<file path="src/rtl/cmac_div_pkg.sv">
// Shared constants and FSM encoding for the CMAC 32/16 signed divider.
// Latency: n/a (package only).
// Backpressure: n/a (package only).
package cmac_div_pkg;

    localparam int DIVIDEND_W = 32;
    localparam int DIVISOR_W  = 16;
    localparam int ITER_CNT   = 32;

    // Saturated quotient range: signed 16-bit, sign-extended to 32 bits.
    localparam logic [DIVIDEND_W-1:0] SAT_POS = 32'h0000_7FFF;
    localparam logic [DIVIDEND_W-1:0] SAT_NEG = 32'hFFFF_8000;

    // Divide-by-zero quotients for the full-width (non-saturating) build.
    localparam logic [DIVIDEND_W-1:0] DZ_POS = 32'h7FFF_FFFF;
    localparam logic [DIVIDEND_W-1:0] DZ_NEG = 32'h8000_0000;

    typedef enum logic [1:0] {
        IDLE = 2'd0,
        CALC = 2'd1,
        FIX  = 2'd2,
        DONE = 2'd3
    } div_state_e;

endpackage

</file>
<file path="src/rtl/cmac_div_step.sv">
// One restoring-division iteration: shift in a dividend bit, trial-subtract, keep or restore.
// Latency: purely combinational.
// Backpressure: none; the caller decides when to register the result.
module cmac_div_step (
    input  logic [16:0] rem_in,
    input  logic        dvd_bit,
    input  logic [15:0] dsor,
    output logic [16:0] rem_out,
    output logic        q_bit
);

    logic [17:0] shifted;
    logic [17:0] diff;

    // Trial subtraction carried one bit wide so the borrow shows the restore case.
    always_comb begin
        shifted = {rem_in, dvd_bit};
        diff    = shifted - {2'b00, dsor};
        q_bit   = ~diff[17];
        rem_out = q_bit ? diff[16:0] : shifted[16:0];
    end

endmodule

</file>
<file path="src/rtl/cmac_div32x16.sv">
// Sequential signed 32/16 restoring divider (C semantics); macro CMAC_DIV_SAT_EN clamps quotient to 16-bit.
// Latency: result 34 cycles after accept (2 for divide-by-zero); one operation in flight.
// Backpressure: in_prdy only in IDLE; result held in DONE until out_prdy.
module cmac_div32x16
    import cmac_div_pkg::*;
(
    input  logic                  nvdla_core_clk,
    input  logic                  nvdla_core_rstn,
    input  logic                  in_pvld,
    output logic                  in_prdy,
    input  logic [DIVIDEND_W-1:0] in_dividend,
    input  logic [DIVISOR_W-1:0]  in_divisor,
    output logic                  out_pvld,
    input  logic                  out_prdy,
    output logic [DIVIDEND_W-1:0] out_quot,
    output logic [DIVISOR_W-1:0]  out_rem,
    output logic                  out_dz,
    output logic                  out_ovf
);

    div_state_e state_q, state_nxt;

    logic                  alive_q;
    logic                  accept;
    logic [DIVIDEND_W-1:0] dvd_q;      // dividend magnitude, becomes quotient magnitude
    logic [DIVISOR_W-1:0]  dsor_q;     // divisor magnitude
    logic [16:0]           rem_q;      // partial remainder
    logic [4:0]            cnt_q;
    logic                  sign_q_q;
    logic                  sign_r_q;
    logic                  dz_q;

    logic [DIVIDEND_W-1:0] mag_dvd;
    logic [DIVISOR_W-1:0]  mag_dsor;
    logic [16:0]           rem_nxt;
    logic                  q_bit;

    logic [DIVIDEND_W-1:0] fix_quot;
    logic [DIVISOR_W-1:0]  fix_rem;
    logic                  fix_ovf;

    logic [DIVIDEND_W-1:0] quot_q;
    logic [DIVISOR_W-1:0]  rem_out_q;
    logic                  dz_out_q;
    logic                  ovf_out_q;

    // in_prdy stays low through reset and comes up one clock after release.
    assign in_prdy  = alive_q && (state_q == IDLE);
    assign accept   = in_pvld && in_prdy;
    assign out_pvld = (state_q == DONE);
    assign out_quot = quot_q;
    assign out_rem  = rem_out_q;
    assign out_dz   = dz_out_q;
    assign out_ovf  = ovf_out_q;

    // Operand magnitudes; the most negative values map to 2^31 / 2^15 as unsigned.
    assign mag_dvd  = in_dividend[DIVIDEND_W-1] ? (32'd0 - in_dividend) : in_dividend;
    assign mag_dsor = in_divisor[DIVISOR_W-1]   ? (16'd0 - in_divisor)  : in_divisor;

    cmac_div_step u_step (
        .rem_in  (rem_q),
        .dvd_bit (dvd_q[DIVIDEND_W-1]),
        .dsor    (dsor_q),
        .rem_out (rem_nxt),
        .q_bit   (q_bit)
    );

    // Sign fixup and optional saturation of the finished magnitudes.
    always_comb begin
        fix_quot = '0;
        fix_rem  = '0;
        fix_ovf  = 1'b0;
`ifdef CMAC_DIV_SAT_EN
        begin
            logic signed [32:0] q_sgn;
            q_sgn = sign_q_q ? -$signed({1'b0, dvd_q}) : $signed({1'b0, dvd_q});
            if (dz_q) begin
                fix_quot = sign_r_q ? SAT_NEG : SAT_POS;
                fix_ovf  = 1'b1;
            end else if (q_sgn > 33'sd32767) begin
                fix_quot = SAT_POS;
                fix_ovf  = 1'b1;
            end else if (q_sgn < -33'sd32768) begin
                fix_quot = SAT_NEG;
                fix_ovf  = 1'b1;
            end else begin
                fix_quot = q_sgn[31:0];
            end
        end
`else
        if (dz_q) begin
            fix_quot = sign_r_q ? DZ_NEG : DZ_POS;
        end else begin
            fix_quot = sign_q_q ? (32'd0 - dvd_q) : dvd_q;
        end
`endif
        if (!dz_q) begin
            fix_rem = sign_r_q ? (16'd0 - rem_q[15:0]) : rem_q[15:0];
        end
    end

    // FSM state register plus the post-reset ready enable.
    always_ff @(posedge nvdla_core_clk or negedge nvdla_core_rstn) begin
        if (!nvdla_core_rstn) begin
            state_q <= IDLE;
            alive_q <= 1'b0;
        end else begin
            state_q <= state_nxt;
            alive_q <= 1'b1;
        end
    end

    // Next-state logic.
    always_comb begin
        state_nxt = state_q;
        case (state_q)
            IDLE: if (accept) state_nxt = (in_divisor == '0) ? FIX : CALC;
            CALC: if (cnt_q == 5'd0) state_nxt = FIX;
            FIX:  state_nxt = DONE;
            DONE: if (out_prdy) state_nxt = IDLE;
            default: state_nxt = IDLE;
        endcase
    end

    // Operand capture, iteration datapath and result registers.
    always_ff @(posedge nvdla_core_clk or negedge nvdla_core_rstn) begin
        if (!nvdla_core_rstn) begin
            dvd_q     <= '0;
            dsor_q    <= '0;
            rem_q     <= '0;
            cnt_q     <= '0;
            sign_q_q  <= 1'b0;
            sign_r_q  <= 1'b0;
            dz_q      <= 1'b0;
            quot_q    <= '0;
            rem_out_q <= '0;
            dz_out_q  <= 1'b0;
            ovf_out_q <= 1'b0;
        end else begin
            case (state_q)
                IDLE: begin
                    if (accept) begin
                        dvd_q    <= mag_dvd;
                        dsor_q   <= mag_dsor;
                        rem_q    <= '0;
                        cnt_q    <= 5'(ITER_CNT - 1);
                        sign_q_q <= in_dividend[DIVIDEND_W-1] ^ in_divisor[DIVISOR_W-1];
                        sign_r_q <= in_dividend[DIVIDEND_W-1];
                        dz_q     <= (in_divisor == '0);
                    end
                end
                CALC: begin
                    rem_q <= rem_nxt;
                    dvd_q <= {dvd_q[DIVIDEND_W-2:0], q_bit};
                    cnt_q <= cnt_q - 5'd1;
                end
                FIX: begin
                    quot_q    <= fix_quot;
                    rem_out_q <= fix_rem;
                    dz_out_q  <= dz_q;
                    ovf_out_q <= fix_ovf;
                end
                default: ;
            endcase
        end
    end

endmodule

</file>
<file path="config.mk">
export PLATFORM = sky130hd
export DESIGN_NAME = cmac_div32x16
export DESIGN_NICKNAME = d
export VERILOG_FILES = /design/src/rtl/cmac_div_pkg.sv /design/src/rtl/cmac_div_step.sv /design/src/rtl/cmac_div32x16.sv
export SDC_FILE = /design/constraint.sdc
export NUM_CORES = 1
export LEC_CHECK = 0
export ABC_AREA = 1
export CAP_MARGIN = 20
export CORE_MARGIN = 3
export CORE_UTILIZATION = 62
export DETAILED_ROUTE_END_ITERATION = 8
export PLACE_DENSITY = 0.95
export SYNTH_ARGS = -nofsm -noshare
export SYNTH_HDL_FRONTEND = slang
export SYNTH_SLANG_ARGS = --single-unit
export TNS_END_PERCENT = 10
</file>
<file path="constraint.sdc">
create_clock -name nvdla_core_clk -period 6.1 [get_ports nvdla_core_clk]
set_clock_uncertainty 0.1 [all_clocks]
set_input_delay 0.61 -clock nvdla_core_clk [delete_from_list [all_inputs] [get_ports nvdla_core_clk]]
set_output_delay 0.61 -clock nvdla_core_clk [all_outputs]
set_load 0.02 [all_outputs]
</file>
==> Flow_metrics.wiki, run 1 <==
== Flow metrics ==
{| class="wikitable"
! Metric !! Value
|-
| First element of the critical path || state_q[0]
|-
| Endpoint required time on the critical path || 6280 ps
|-
| Combinational share of cell area || 0.465
|-
| 1st-iter DRT viols || 1402
|-
| Crit path top cell by count || inv_1
|-
| Slew Limit Headroom || 0.354
|-
| Setup Fix Bufs, Post-CTS || 0
|-
| First-pass GRT wire length || 42500 um
|-
| Flop count || 125
|-
| Aoi/oai-family share of the synthesized area || 0.144
|-
| Family with the most delay on the worst path || buffers and inverters
|-
| Final Total Pwr || between 6000 and 7000 uW
|-
| Mapped Nets || around 1300
|-
| HPWL reported at the end of detailed placement || 18300 um
|-
| Most frequently placed logic cell in the final layout || nand2_1
|-
| Number of clock buffers in the layout || 22
|-
| Switching fraction of total power || 0.496
|-
| Worst slack at placement || roughly 2400 ps
|-
| Worst Path Buf+Inv || 5
|-
| Critical Path Stages || 12
|-
| Status || finished, final reports clean
|-
| Synth Area in Adders || 0.0407
|-
| Root buffer selected by CTS || clkbuf_16
|-
| Average size of a mapped cell || 7.01 um2
|-
| Number of well taps || 176
|-
| Endpoint of the most critical setup path || dvd_q[16]
|-
| Share of final-layout standard cells stronger than drive strength 1 || 0.0616
|-
| Number of buffers inserted during clock tree synthesis || 17
|-
| DR DRC count || 0
|-
| Total of hold buffers inserted after clock tree synthesis || 0
|-
| Worst-case reg-to-reg path depth || 12
|-
| Cell area after placement || 0.00983 mm2
|-
| Top sig layer || met4
|-
| Yosys synthesis warning count || 0
|-
| Clock-pin transition on the worst setup and hold timing paths || 50 ps
|-
| Setup violators final || 0
|-
| Cells resized by post-CTS repair || 0
|-
| Synth top area share || 0.355
|-
| Routed Antenna Nets || 0
|-
| Combinational Power Share || 0.589
|-
| CP Class || reg2reg
|-
| Width of the die || 125 um
|-
| Total area of sequential cells || 0.00313 mm2
|-
| Arrival time of the worst setup path || 3970 ps
|-
| Number of H-tree levels || 4
|-
| Number of buffers outside the clock class in the layout || roughly 110
|}
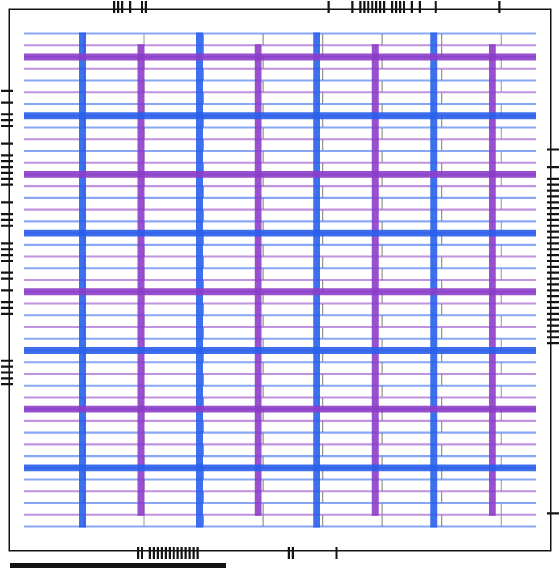
Run 1: PDN straps and rails
The bar under the picture is 50 um long. Pins as bars on the die edge. Tap cells in gray.
net	color
VDD	purple
VSS	blue
signal pins	104
met5 straps	8
rows	42
met4 straps	8
maximum resistive drop on vdd: 0.370 mV
vertical die dimension: 125 um

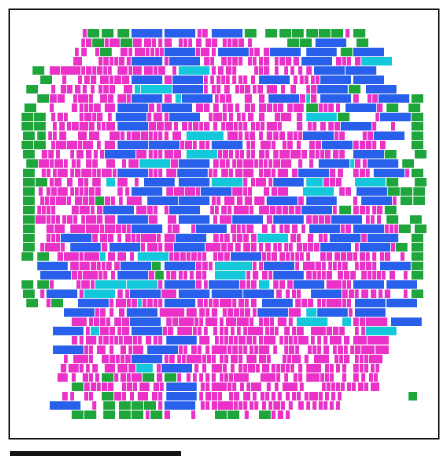
Run 1: placement by cell class
The bar under the picture is 50 um long.
class	color	cells	share of their area
all other logic	magenta	1085	53%
clock drivers and dummy loads	cyan	32	5.7%
other buffers and delay cells	green	106	10%
flip-flops	blue	125	31%
Placement Rows: 42
fraction of standard cell area that is sequential: 0.300
core box area: 0.0136 mm2

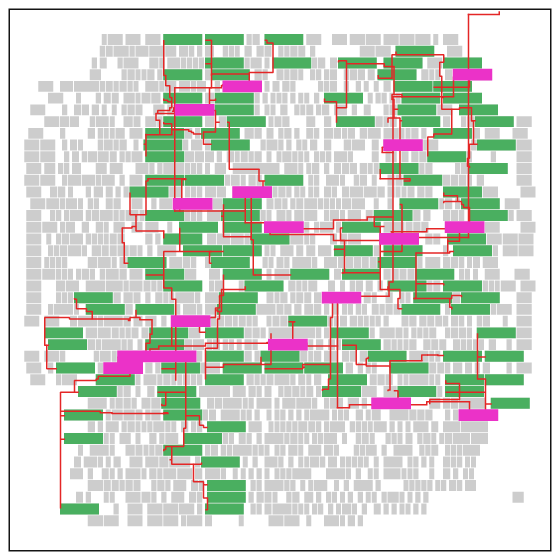
Run 1: clock distribution
[cells driving clock nets] magenta | count: 17
[flip-flops] green | count: 125
[clock wires] red | length: 1540 um
routed clock nets	18
clock network fraction of total power: 0.160
insertion delay of the later-clocked pin in the worst-skew pair: 420 ps
Power Clock: 991 uW

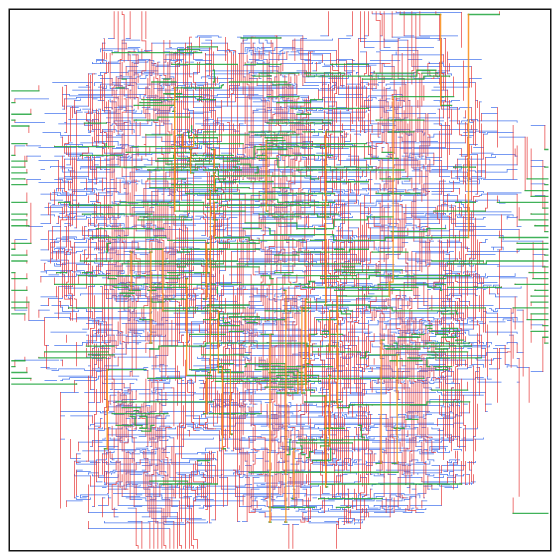
Run 1: wiring by layer
layer	color	wire length
met1	blue	10500 um
met4	orange	719 um
met2	red	11800 um
met3	green	3010 um
Global Route Usage Sum: 0.330
DR vias: 9179
final WL: 26000 um
routed wire length per instance: 17.1 um

Run 1, congestion heat map:
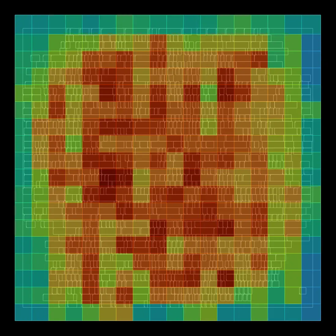

--- run 2 (diff from run 1) ---
--- a/config.mk
+++ b/config.mk
@@ -8,9 +8,9 @@
 export ABC_AREA = 1
 export CAP_MARGIN = 20
 export CORE_MARGIN = 3
-export CORE_UTILIZATION = 62
+export CORE_UTILIZATION = 57
 export DETAILED_ROUTE_END_ITERATION = 8
-export PLACE_DENSITY = 0.95
+export PLACE_DENSITY = 0.91
 export SYNTH_ARGS = -nofsm -noshare
 export SYNTH_HDL_FRONTEND = slang
 export SYNTH_SLANG_ARGS = --single-unit
==> constraint.sdc (replaced) <==
create_clock -name nvdla_core_clk -period 3.68 [get_ports nvdla_core_clk]
set_clock_uncertainty 0.1 [all_clocks]
set_input_delay 0.368 -clock nvdla_core_clk [delete_from_list [all_inputs] [get_ports nvdla_core_clk]]
set_output_delay 0.368 -clock nvdla_core_clk [all_outputs]
set_load 0.02 [all_outputs]
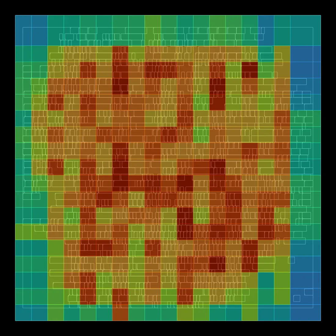
Run 2: congestion heat map
Global Route Usage Sum: 0.312
global route hottest layer: met2
Core Util, Final: 0.707
met3 layer usage reported by global route: 0.0761
met1 demand-to-capacity share in global routing: 0.439

==> run 2 against run 1 <==
  * Worst hold slack better by 230 ps
  * Cell count is 0.72% higher
  * First-iteration DRC count is 22% lower
  * Critical path depth is 4 lower
  * Sequential power is 63% higher
  * Core utilization is 6.2 points lower
  * Worst setup slack worse by 1500 ps
  * Fmax is 32% higher
==> Flow_metrics.wiki, run 2 <==
== Flow metrics ==
{| class="wikitable"
! Metric !! Value
|-
| Maximum resistive drop on vdd || 0.496 mV (+34%)
|-
| Number of H-tree levels || 4 (unchanged)
|-
| Most frequently placed logic cell in the final layout || nand2_1
|-
| Share of final-layout standard cells stronger than drive strength 1 || 0.0637 (+0.00208)
|-
| Mapped Nets || 1335 (unchanged)
|-
| Slew Limit Headroom || 0.350 (-0.00431)
|-
| Family with the most delay on the worst path || buffers and inverters
|-
| Cells resized by post-CTS repair || 0 (unchanged)
|-
| Endpoint required time on the critical path || 3830 ps (-2450 ps)
|-
| Worst slew pin tran || 974 ps
|-
| CP Class || reg2reg
|-
| Count of instantiated cells in the yosys netlist || approximately 1300
|-
| Average size of a mapped cell || 7.01 um2 (unchanged)
|-
| Routed wire length per instance || 16.7 um (-2.3%)
|-
| Flop count || 125 (unchanged)
|-
| Minimum period implied by the final worst setup slack || 2870 ps
|-
| Largest area contributor in the netlist || dfrtp_1
|-
| Width of the die || 130 um (+4.1%)
|-
| Worst slack at placement || 914 ps (-1510 ps)
|-
| First element of the critical path || state_q[0]
|-
| Switching fraction of total power || 0.493 (-0.00310)
|-
| Core box area || 0.0148 mm2 (+9.2%)
|-
| Clock-pin transition on the worst setup and hold timing paths || 60 ps (about the same)
|-
| Arrival time of the worst setup path || 3030 ps (-940 ps)
|-
| Routed Antenna Nets || 0 (unchanged)
|-
| Synth Area in Adders || 0.0407 (unchanged)
|-
| Number of buffers outside the clock class in the layout || 110 (+3.8%)
|-
| Setup violators final || 0 (unchanged)
|-
| DR vias || 9066 (-1.2%)
|-
| Total of hold buffers inserted after clock tree synthesis || 1 (+1)
|-
| Number of clock buffers in the layout || 22 (unchanged)
|-
| Fraction of standard cell area that is sequential || 0.299 (-0.00144)
|-
| Worst Path Buf+Inv || 3 (-2)
|-
| Number of well taps || 184 (+4.5%)
|-
| Critical Path Stages || 8 (-4)
|-
| Aoi/oai-family share of the synthesized area || 0.144 (unchanged)
|-
| Top sig layer || met4
|-
| Cell types occupying the most area after synthesis || dfrtp_1 36%, nand2_1 14%, nand3_1 6.8%
|-
| Final Total Pwr || 10200 uW (+65%)
|-
| Placement Rows || 44 (+4.8%)
|-
| 1st-iter DRT viols || 1090 (-22%)
|-
| Setup Fix Bufs, Post-CTS || 0 (unchanged)
|-
| Power Density || 978 mW/mm2
|-
| Status || finished, final reports clean
|-
| Endpoint of the most critical setup path || cnt_q[1]
|-
| First-pass GRT wire length || 42200 um (-0.67%)
|-
| Combinational Power Share || 0.589 (about the same)
|-
| Total area of sequential cells || 0.00313 mm2 (unchanged)
|-
| Vertical die dimension || 130 um (+4.1%)
|-
| Number of buffers inserted during clock tree synthesis || 17 (unchanged)
|-
| Fraction of synthesized cell area in xor and xnor cells || 0.0508
|-
| Crit path top cell by count || inv_1
|-
| Root buffer selected by CTS || clkbuf_16
|-
| DR DRC count || 0 (unchanged)
|-
| Cell area after placement || 0.00987 mm2 (+0.33%)
|-
| Final WL || 25600 um (-1.6%)
|-
| Critical path capture point type || flip-flop
|}
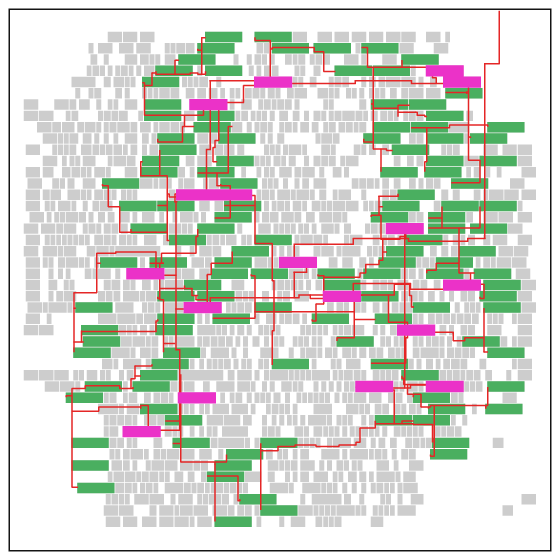
Run 2: clock distribution
[clock wires] red | length: 1690 um
[cells driving clock nets] magenta | count: 17
[flip-flops] green | count: 125
routed clock nets	18
flops lie	spread over the die
clock network fraction of total power: 0.164
Power Clock: 1680 uW
insertion delay of the later-clocked pin in the worst-skew pair: 430 ps

Run 2, placement by cell class:
The bar under the picture is 50 um long.
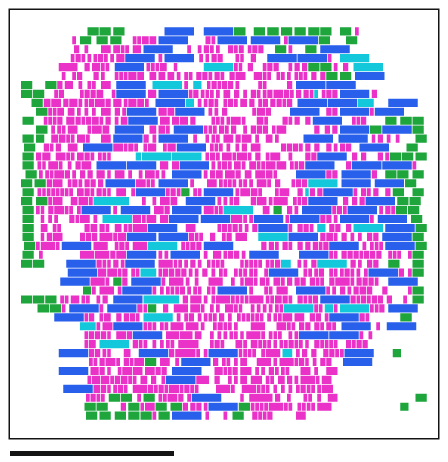

--- run 3 (diff from run 2) ---
==> constraint.sdc (replaced) <==
create_clock -name nvdla_core_clk -period 2.7 [get_ports nvdla_core_clk]
set_clock_uncertainty 0.1 [all_clocks]
set_input_delay 0.27 -clock nvdla_core_clk [delete_from_list [all_inputs] [get_ports nvdla_core_clk]]
set_output_delay 0.27 -clock nvdla_core_clk [all_outputs]
set_load 0.02 [all_outputs]
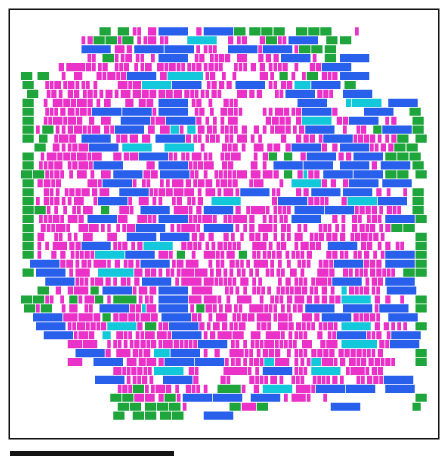
Run 3: placement by cell class
The bar under the picture is 50 um long.
class	color	cells	share of their area
clock drivers and dummy loads	cyan	31	5.8%
flip-flops	blue	125	30%
other buffers and delay cells	green	119	11%
all other logic	magenta	1085	53%
Core Util, Final: 0.714
final design instance area without fill: 0.0106 mm2

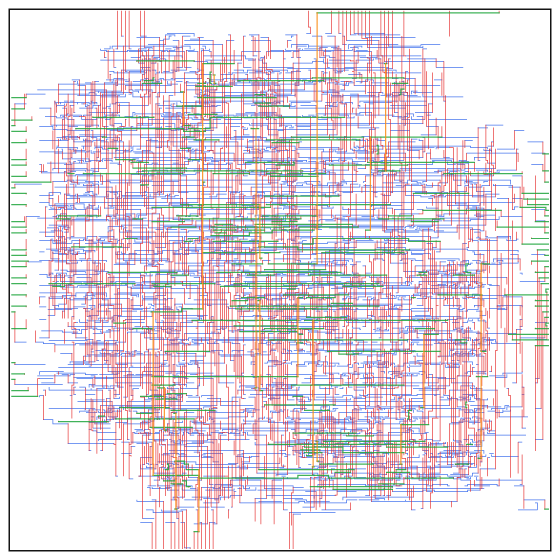
Run 3: wiring by layer
layer	color	wire length
met3	green	2340 um
met4	orange	490 um
met1	blue	10900 um
met2	red	11300 um
routed wire length per instance: 16.2 um
final WL: 25000 um
Global Route Usage Sum: 0.305
DR vias: 8852

==> run 3 against run 2 <==
  * Sequential share of layout area shrank 0.30 points
  * Non-clock buffer count grew 9
  * Die area is the same
  * Cell count grew 0.59%
  * Sequential power grew 36%
  * Core utilization grew 0.72 points
  * Sequential cell count is the same
  * Global-route usage shrank 0.72 points
  * Clock power grew 38%
  * Via count shrank 2.4%
  * Total power grew 37%
  * Clock-buffer cell count shrank 1
==> Flow_metrics.wiki, run 3 <==
== Flow metrics ==
{| class="wikitable"
! Metric !! Value
|-
| Status || finished, final reports clean
|-
| Combinational Power Share || 0.591 (+0.002)
|-
| Global route hottest layer || met2
|-
| Power Clock || 2320 uW (+38%)
|-
| Arrival time of the worst setup path || 2510 ps (-520 ps)
|-
| Family with the most delay on the worst path || buffers and inverters
|-
| Core box area || 0.0148 mm2 (unchanged)
|-
| Critical Path Stages || 11 (+3)
|-
| Worst slack at placement || 414 ps (-499 ps)
|-
| Met1 Wirelength || about 11000 um
|-
| Critical path capture point type || flip-flop
|-
| Number of buffers inserted during clock tree synthesis || 17 (unchanged)
|-
| First element of the critical path || state_q[0]
|-
| Root buffer selected by CTS || clkbuf_16
|-
| CP Class || reg2reg
|-
| Initial antenna violation count || 0
|-
| Minimum period implied by the final worst setup slack || 2320 ps (-553 ps)
|-
| Most used cells in the layout excluding fill and tap cells || 337 x nand2_1, 150 x inv_1, 125 x dfrtp_1
|-
| Mapped Nets || 1335 (unchanged)
|-
| Yosys synthesis warning count || 0
|-
| Synth top area share || 0.355
|-
| Number of buffers outside the clock class in the layout || 119 (+8.2%)
|-
| Number of H-tree levels || 4 (unchanged)
|-
| Worst slew pin tran || 858 ps (-115 ps)
|-
| Setup violators final || 0 (unchanged)
|-
| Highest fanout seen on the critical path || 29
|-
| Width of the die || 130 um (unchanged)
|-
| Vertical die dimension || 130 um (unchanged)
|-
| HPWL reported at the end of detailed placement || roughly 19000 um
|-
| Top sig layer || met4
|-
| Flop count || 125 (unchanged)
|-
| Count of maximum capacitance violations || 0
|-
| Worst Path Buf+Inv || 5 (+2)
|-
| Fraction of synthesized cell area in xor and xnor cells || 0.0508 (unchanged)
|-
| Slew Limit Headroom || 0.427 (+0.0770)
|-
| Endpoint required time on the critical path || 2890 ps (-940 ps)
|-
| Number of detailed-route iterations in the first pass || 5
|-
| Count of instantiated cells in the yosys netlist || 1255 (unchanged)
|-
| Aoi/oai-family share of the synthesized area || 0.144 (unchanged)
|-
| Final Total Pwr || 14100 uW (+37%)
|-
| Total area of sequential cells || 0.00313 mm2 (unchanged)
|-
| Leakage power summed over all cells || between 0.005 and 0.006 uW
|-
| Deepest clock path buffer count || 2
|-
| Largest net degree at the start of global routing || 54
|-
| Number of well taps || 184 (unchanged)
|-
| Met3 layer usage reported by global route || 0.0651 (-0.0111)
|-
| Clock-pin transition on the worst setup and hold timing paths || 50 ps (about the same)
|-
| Setup Fix Bufs, Post-CTS || 0 (unchanged)
|-
| Most frequently placed logic cell in the final layout || nand2_1
|-
| Insertion delay of the later-clocked pin in the worst-skew pair || 430 ps (about the same)
|-
| Tightest hold margin || roughly 330 ps
|-
| Clock network fraction of total power || 0.165 (about the same)
|-
| Cells resized by post-CTS repair || 0 (unchanged)
|-
| Total of hold buffers inserted after clock tree synthesis || 1 (unchanged)
|-
| Port Buffer Count || between 100 and 150
|-
| Proportion of cell area spent on the clock network || 0.0568
|-
| Average size of a mapped cell || 7.01 um2 (unchanged)
|-
| Most common cell in the netlist || nand2_1
|-
| Cell area after placement || 0.00996 mm2 (+0.94%)
|-
| Routed Antenna Nets || 0 (unchanged)
|-
| 1st-iter DRT viols || 1006 (-7.7%)
|-
| Routability-driven placement congestion ratio || approximately 0.96
|-
| Share of final-layout standard cells stronger than drive strength 1 || 0.0699 (+0.00620)
|-
| Area overhead of the layout relative to synthesis || 20.1%
|-
| Placement Rows || 44 (unchanged)
|-
| Switching fraction of total power || 0.486 (-0.00666)
|-
| Maximum resistive drop on vdd || 0.653 mV (+32%)
|-
| Cell types occupying the most area after synthesis || dfrtp_1 36%, nand2_1 14%, nand3_1 6.8%
|-
| Combined area of all synthesized cells || approximately 0.009 mm2
|-
| First-pass GRT wire length || 40800 um (-3.4%)
|-
| Met1 demand-to-capacity share in global routing || 0.432 (-0.00694)
|-
| Endpoint of the most critical setup path || dvd_q[31]
|-
| Largest area contributor in the netlist || dfrtp_1
|-
| Power Density || 1330 mW/mm2 (+36%)
|-
| Power consumed by sequential cells || 3430 uW
|-
| Fraction of standard cell area that is sequential || 0.296 (-0.00301)
|-
| Hold Crit Class || in2async
|-
| Number of clock buffers in the layout || 21 (-4.5%)
|-
| Combinational group power || 8310 uW
|-
| Largest power group || combinational cells
|-
| Count of unique library cells instantiated by Yosys || roughly 46
|-
| Synth Area in Adders || 0.0407 (unchanged)
|-
| DR DRC count || 0 (unchanged)
|}
Power is estimated from default activity; no workload was simulated.
